`config.mk`:
```
export PLATFORM = sky130hd
export DESIGN_NAME = divider_arbiter
export DESIGN_NICKNAME = d
export VERILOG_FILES = /design/src/rtl/divider_arb_pkg.sv /design/src/rtl/rr_arbiter.sv /design/src/rtl/divider_arbiter.sv
export SDC_FILE = /design/constraint.sdc
export NUM_CORES = 1
export LEC_CHECK = 0
export ABC_AREA = 0
export ABC_CLOCK_PERIOD_IN_PS = 5300
export CAP_MARGIN = 20
export CORE_AREA = 8 8 303 305
export DETAILED_ROUTE_END_ITERATION = 6
export DIE_AREA = 0 0 311 313
export GPL_TIMING_DRIVEN = 0
export MAX_ROUTING_LAYER = met4
export PLACE_DENSITY = 0.42
export SYNTH_ARGS = -nofsm -noshare
export SYNTH_HDL_FRONTEND = slang
export SYNTH_SLANG_ARGS = --single-unit
```
`constraint.sdc`:
```
create_clock -name clk -period 5.3 [get_ports clk]
set_clock_uncertainty 0.05 [all_clocks]
set_input_delay 1.06 -clock clk [delete_from_list [all_inputs] [get_ports clk]]
set_output_delay 1.06 -clock clk [all_outputs]
set_load 0.02 [all_outputs]
```
`src/rtl/divider_arb_pkg.sv`:
```
// ============================================================================
// Module   : divider_arb_pkg
// Brief    : Shared types and constants for the divider arbiter slice.
// Revision : 1.0 - initial release
// ============================================================================
`default_nettype none

package divider_arb_pkg;

  typedef enum logic [1:0] {
    ST_IDLE  = 2'd0,
    ST_ISSUE = 2'd1,
    ST_WAIT  = 2'd2,
    ST_RESP  = 2'd3
  } state_t;

  localparam int DATA_W_DEF = 64;

  // Quotient reported for a zero divisor.
  localparam logic [DATA_W_DEF-1:0] QUOT_DBZ = {DATA_W_DEF{1'b1}};

endpackage

`default_nettype wire

```
`src/rtl/rr_arbiter.sv`:
```
// ============================================================================
// Module   : rr_arbiter
// Brief    : Combinational round-robin grant: first request at or after ptr.
// Revision : 1.0 - initial release
// ============================================================================
`default_nettype none

module rr_arbiter #(
  parameter int N  = 4,
  parameter int IW = (N > 1) ? $clog2(N) : 1
) (
  input  logic [N-1:0]  req,
  input  logic [IW-1:0] ptr,
  output logic [N-1:0]  gnt,
  output logic [IW-1:0] idx,
  output logic          any
);

  logic [IW:0] w_k;

  always_comb begin
    gnt = '0;
    idx = '0;
    any = 1'b0;
    w_k = '0;
    for (int i = 0; i < N; i++) begin
      w_k = {1'b0, ptr} + (IW+1)'(i);
      if (w_k >= (IW+1)'(N)) begin
        w_k = w_k - (IW+1)'(N);
      end
      if (!any && req[w_k[IW-1:0]]) begin
        any               = 1'b1;
        gnt[w_k[IW-1:0]]  = 1'b1;
        idx               = w_k[IW-1:0];
      end
    end
  end

endmodule

`default_nettype wire

```
`src/rtl/divider_arbiter.sv`:
```
// ============================================================================
// Module   : divider_arbiter
// Brief    : Round-robin sharing of one multi-cycle divider among NREQ clients.
// Revision : 1.0 - initial release
// ============================================================================
`default_nettype none

module divider_arbiter
  import divider_arb_pkg::*;
#(
  parameter int NREQ    = 4,
  parameter int DATA_W  = DATA_W_DEF,
  parameter int TIMEOUT = 255
) (
  input  logic                   clk,
  input  logic                   arst,
  input  logic [NREQ-1:0]        req_valid,
  output logic [NREQ-1:0]        req_ready,
  input  logic [NREQ*DATA_W-1:0] req_dividend,
  input  logic [NREQ*DATA_W-1:0] req_divisor,
  output logic [NREQ-1:0]        rsp_valid,
  input  logic [NREQ-1:0]        rsp_ready,
  output logic [DATA_W-1:0]      rsp_quotient,
  output logic                   rsp_dbz,
  output logic                   rsp_err,
  output logic                   div_valid,
  output logic [DATA_W-1:0]      div_dividend,
  output logic [DATA_W-1:0]      div_divisor,
  input  logic [DATA_W-1:0]      div_quotient,
  input  logic                   div_vld,
  input  logic                   div_busy
);

  localparam int IDX_W = (NREQ > 1) ? $clog2(NREQ) : 1;
  localparam int CNT_W = $clog2(TIMEOUT + 1);

  state_t             r_state, w_next_state;
  logic [IDX_W-1:0]   r_owner, r_rr_ptr;
  logic [DATA_W-1:0]  r_dividend, r_divisor, r_quotient;
  logic               r_dbz, r_err, r_armed;
  logic [CNT_W-1:0]   r_cnt;

  logic [NREQ-1:0]    w_gnt;
  logic [IDX_W-1:0]   w_gnt_idx;
  logic               w_any, w_accept, w_done, w_tmo, w_handshake;
  logic [DATA_W-1:0]  w_sel_dividend, w_sel_divisor;

  rr_arbiter #(.N(NREQ), .IW(IDX_W)) u_rr_arbiter (
    .req (req_valid),
    .ptr (r_rr_ptr),
    .gnt (w_gnt),
    .idx (w_gnt_idx),
    .any (w_any)
  );

  assign w_sel_dividend = req_dividend[w_gnt_idx*DATA_W +: DATA_W];
  assign w_sel_divisor  = req_divisor[w_gnt_idx*DATA_W +: DATA_W];
  assign w_accept       = (r_state == ST_IDLE) && w_any;
  // A completion only counts once vld has been seen low in this WAIT.
  assign w_done         = r_armed && div_vld;
  assign w_tmo          = (r_cnt == CNT_W'(TIMEOUT - 1));
  assign w_handshake    = (r_state == ST_RESP) && rsp_ready[r_owner];

  assign req_ready    = (r_state == ST_IDLE && arst) ? w_gnt : '0;
  assign div_valid    = (r_state == ST_ISSUE) && !div_busy;
  assign div_dividend = r_dividend;
  assign div_divisor  = r_divisor;
  assign rsp_quotient = r_quotient;
  assign rsp_dbz      = r_dbz;
  assign rsp_err      = r_err;

  always_comb begin
    rsp_valid = '0;
    if (r_state == ST_RESP) begin
      rsp_valid[r_owner] = 1'b1;
    end
  end

  always_comb begin
    w_next_state = r_state;
    case (r_state)
      ST_IDLE:  if (w_accept) w_next_state = (w_sel_divisor == '0) ? ST_RESP : ST_ISSUE;
      ST_ISSUE: if (!div_busy) w_next_state = ST_WAIT;
      ST_WAIT:  if (w_done || w_tmo) w_next_state = ST_RESP;
      ST_RESP:  if (w_handshake) w_next_state = ST_IDLE;
      default:  w_next_state = ST_IDLE;
    endcase
  end

  always_ff @(posedge clk or negedge arst) begin
    if (!arst) begin
      r_state    <= ST_IDLE;
      r_owner    <= '0;
      r_rr_ptr   <= '0;
      r_dividend <= '0;
      r_divisor  <= '0;
      r_quotient <= '0;
      r_dbz      <= 1'b0;
      r_err      <= 1'b0;
      r_armed    <= 1'b0;
      r_cnt      <= '0;
    end else begin
      r_state <= w_next_state;
      case (r_state)
        ST_IDLE: begin
          if (w_accept) begin
            r_owner    <= w_gnt_idx;
            r_dividend <= w_sel_dividend;
            r_divisor  <= w_sel_divisor;
            if (w_sel_divisor == '0) begin
              r_quotient <= QUOT_DBZ[DATA_W-1:0];
              r_dbz      <= 1'b1;
            end
          end
        end
        ST_ISSUE: begin
          r_armed <= 1'b0;
          r_cnt   <= '0;
        end
        ST_WAIT: begin
          if (!div_vld) r_armed <= 1'b1;
          r_cnt <= r_cnt + 1'b1;
          if (w_done) begin
            r_quotient <= div_quotient;
          end else if (w_tmo) begin
            r_quotient <= '0;
            r_err      <= 1'b1;
          end
        end
        ST_RESP: begin
          if (w_handshake) begin
            r_dbz    <= 1'b0;
            r_err    <= 1'b0;
            r_rr_ptr <= (r_owner == IDX_W'(NREQ - 1)) ? '0 : r_owner + 1'b1;
          end
        end
        default: ;
      endcase
    end
  end

endmodule

`default_nettype wire

```
==> flow_summary.json, run 1 <==
{
  "status": "finished clean",
  "clk_share": 0.03930,
  "synth_cell_types": 47,
  "cts_resized": 52,
  "grt_overflow": 0,
  "drt_iter0_drc": 939,
  "utilization": 0.2823,
  "endpoint": "rsp_quotient[8]$_DFFE_PN0P_",
  "fin_tns_setup_ps": 0,
  "fp_util": 0.1582,
  "synth-adder-area-share": 0.01631,
  "rows": 109,
  "use_met3": 0.05696,
  "p_sw_frac": 0.5085,
  "largest_cell_class": "buffers",
  "area_growth_pct": 78.41,
  "grt_pass1_vias": 17121,
  "cts-root-buf": "clkbuf_16",
  "cap_violations": 0,
  "hold_class": "in2async",
  "mux_area_frac": 0.1679,
  "crit_start": "req_valid[2]",
  "cp-start-kind": "input pin",
  "ir_drop_mv": 0.2457,
  "fmaxAchievable_mhz": 195.5,
  "critPathMaxFanout": 10,
  "inverters": 77,
  "cp.required_ps": 5730,
  "reg2reg_from": "r_rr_ptr[0]$_DFFE_PN0P_",
  "p_clk_mw": 2.04,
  "die_y_um": 313,
  "drive_gt1_frac": 0.1241,
  "place.gp.congestion": 0.9780,
  "ys_area_um2": 13810,
  "regToRegSetupSlack_ps": 260,
  "die_x_um": 311,
  "syn-cell-area_um2": 13810,
  "clk_pin_slew_ps": 60,
  "mi_logic_area_um2": 7851,
  "dr.pass1.iters": 6,
  "warnings": 40,
  "io_buffers": 790,
  "clk_latency_ps": 580,
  "power_leader": "combinational cells",
  "comb_share": 0.3186,
  "yosys.area_share.simple": 0.2085,
  "cts_setup_buffers": 6,
  "worstPathArrival_ps": 5550,
  "seq_cell_count": 209,
  "cts_sinks": 209,
  "cts_tree": "done",
  "cts_buffers": 30,
  "nClkBuffers": 49,
  "cts_buffer_depth": 3,
  "ant_nets": 0,
  "finalCritPeriodShare": 0.9651,
  "synth_top_cell_by_count": "nand2_1",
  "busiest_layer": "met2",
  "power_density_nw_per_um2": 718.6,
  "yosys-top-cells-area": "dfrtp_1, nand2_1, mux4_2",
  "h-tree-depth": 1,
  "leakagePower_nw": 9.987,
  "comb_cell_power_mw": 12.6,
  "aoi_share": 0.1644,
  "intPower_mw": 8.702,
  "comb_cells": 1170,
  "taps": 1165,
  "met2_length_um": 50390,
  "cts-hold-fix-buffers": 0,
  "yosys.stat.seqShare": 0.3787,
  "yosys_register_bits": 209
}
run 1: worst max-delay path: stages:
cell,delay (ps)
dlygate4sd2_1,310
mux2_4,320
mux2_4,320
o21bai_1,200
a22oi_2,150
buf_6,160
buf_12,140
buf_12,150
mux4_2,660
nor4_4,420
nand4_1,140
or4_4,630
a21o_1,230
buf_6,150
buf_6,170
a221oi_4,290
run 1: placed cells by master, fill, tap and decap left out, drive strengths merged, types with 2 or more instances in the layout:
cell	count
a31oi	63
ha	18
nand2b	3
inv	77
clkbuf	143
nand4	5
nand2	460
o21ai	140
clkdlybuf4s50	785
o31ai	2
nand3	70
a22o	5
diode	20
a21o	3
dfrtp	209
and2	6
nor4	17
a221oi	68
mux2	70
mux4	67
clkinv	7
nor2	144
buf	54
a22oi	6
a21oi	4
dlygate4sd2	4
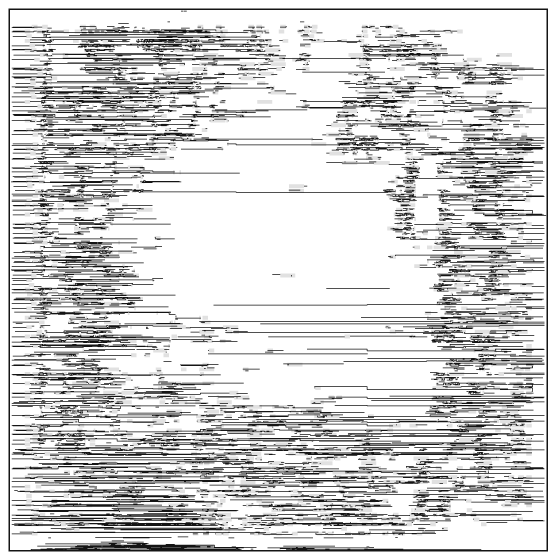
Run 1: metal 1
main direction: horizontal
longest straight run: 165 µm
nets with wire on the layer: 2845
wire length on this layer: 42.7 mm
share of all routed wire: 42%
WL final: 101700 µm
total number of vias: 16.08k
global-route met1 utilization: 0.2414

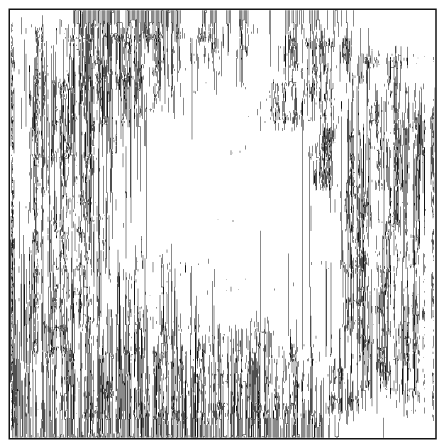
Run 1: the metal 2 layer
longest straight run: 182 µm
nets with wire on the layer: 2617
share of all routed wire: 50%
main direction: vertical
met2 usage: 0.3518

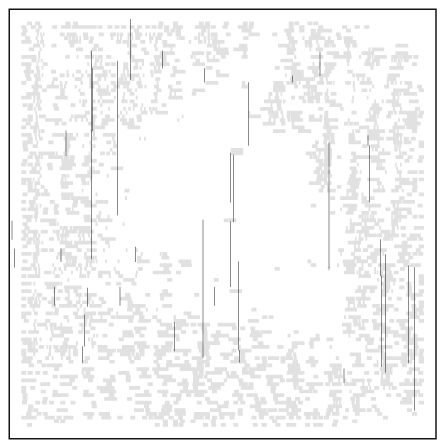
Run 1: metal 4
longest straight run: 152 µm
main direction: vertical
nets with wire on the layer: 18

## Run 2: what changed since run 1
--- a/config.mk
+++ b/config.mk
@@ -11,6 +11,7 @@
 export CORE_AREA = 8 8 303 305
 export DETAILED_ROUTE_END_ITERATION = 6
 export DIE_AREA = 0 0 311 313
+export GPL_ROUTABILITY_DRIVEN = 0
 export GPL_TIMING_DRIVEN = 0
 export MAX_ROUTING_LAYER = met4
 export PLACE_DENSITY = 0.42
==> run 2 against run 1 <==
  * Routed wire length shrank 4.1%
  * Non-clock buffer count grew 6
  * Cell area grew 0.14%
  * Hold slack lost 13 ps
  * Sequential cell count is the same
  * Highest routed layer unchanged
  * Core utilization is essentially flat
==> flow_summary.json, run 2 <==
{
  "dr.pass1.iters": 5,
  "path_delay_family": "simple AND/OR/NAND/NOR gates",
  "die_x_um": 311,
  "taps": 1165,
  "leakagePower_nw": 10.02,
  "synth_cell_types": 47,
  "drt_iter0_drc": 983,
  "clk_pin_slew_ps": 60,
  "path_common_cell": "buf_12",
  "lay_top_count": "clkdlybuf4s50_1",
  "seq_cell_count": 209,
  "fin_tns_setup_ps": 0,
  "drive_gt1_frac": 0.1296,
  "cp_slowest_stage_delay_ps": 710,
  "inverters": 77,
  "met2_length_um": 47390,
  "hold_class": "in2async",
  "cp_num_cells": 17,
  "largest_cell_class": "buffers",
  "grt_overflow": 0,
  "critPathMaxFanout": 10,
  "mi_logic_area_um2": 7826,
  "endpoint": "rsp_quotient[56]$_DFFE_PN0P_",
  "warnings": 40,
  "fp_util": 0.1582,
  "reg2reg_to": "rsp_quotient[56]$_DFFE_PN0P_",
  "rows": 109,
  "cts-root-buf": "clkbuf_16",
  "ir_drop_mv": 0.2319,
  "crit_start": "r_rr_ptr[0]$_DFFE_PN0P_",
  "clk_latency_ps": 570,
  "cp.required_ps": 5690,
  "yosys_register_bits": 209,
  "cts_tree": "done",
  "ys_area_um2": 13810,
  "fmaxAchievable_mhz": 199.6,
  "cts_buffers": 29,
  "die_y_um": 313,
  "cts-hold-fix-buffers": 0,
  "cp-start-kind": "flip-flop",
  "final_cell_mix": "clkdlybuf4s50_1, nand2_1, dfrtp_1",
  "power_density_nw_per_um2": 721.4,
  "yosys-top-cells-area": "dfrtp_1, nand2_1, mux4_2",
  "worstPathArrival_ps": 5400,
  "yosys.stat.seqShare": 0.3787,
  "status": "finished clean",
  "cap_violations": 0,
  "grt_pass1_vias": 17491,
  "nClkBuffers": 41,
  "cp_slowest_cell": "or4_4",
  "cts_buffer_depth": 3,
  "clk_share": 0.04016,
  "use_met2": 0.3310,
  "syn-cell-area_um2": 13810,
  "h-tree-depth": 1,
  "synth_top_cell_by_count": "nand2_1",
  "regToRegSetupSlack_ps": 290,
  "area_growth_pct": 78.66
}
==> run 2: where the power goes <==
part	total (mW)	leakage, nW	switching (mW)	internal, mW
clock network	2.09	0.492	0.841	1.24
registers	3.01	2.50	0.563	2.45
logic	12.7	7.04	7.59	5.12
==> run 2: cell families after synthesis <==
| group | share of synthesized area |
|---|---|
| and+or+nand+nor | 0.2085 |
| AOI/OAI and AO/OA | 0.1644 |
| DFF | 0.3787 |
| buffers and inverters | 0.06296 |
| muxes | 0.1679 |
| adders and majority gates | 0.01631 |
| xor gates and xnor gates | 0.001269 |
==> run 2: timing repair <==
| item | CTS | global route |
|---|---|---|
| setup endpoints to repair | 98 | 74 |
| pin swaps | 4 | 19 |
| gates resized | 44 | 29 |
| setup buffers | 7 | 13 |
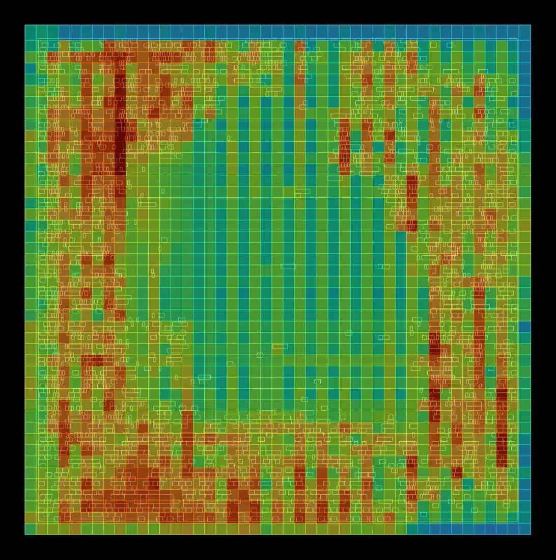
Run 2: routing congestion map
met3 Use GR: 0.06124
final core occ: 0.2827

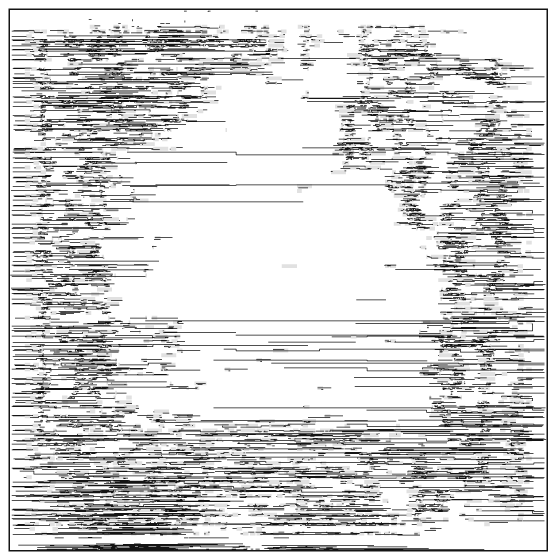
Run 2: metal 1
main direction: horizontal
longest straight run: 184 µm
WL final: 97500 µm
global-route met1 utilization: 0.2309

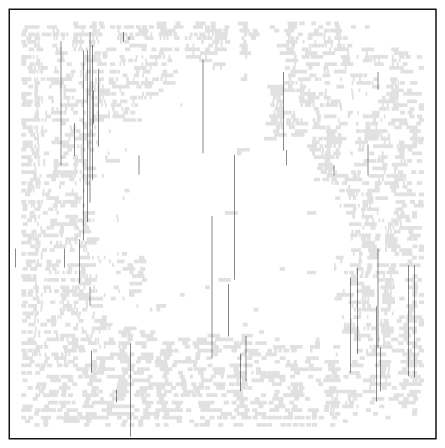
Run 2: metal 4
total number of vias: 16.26k

Power figures rest on the tool's default switching activity, not on a simulated workload.
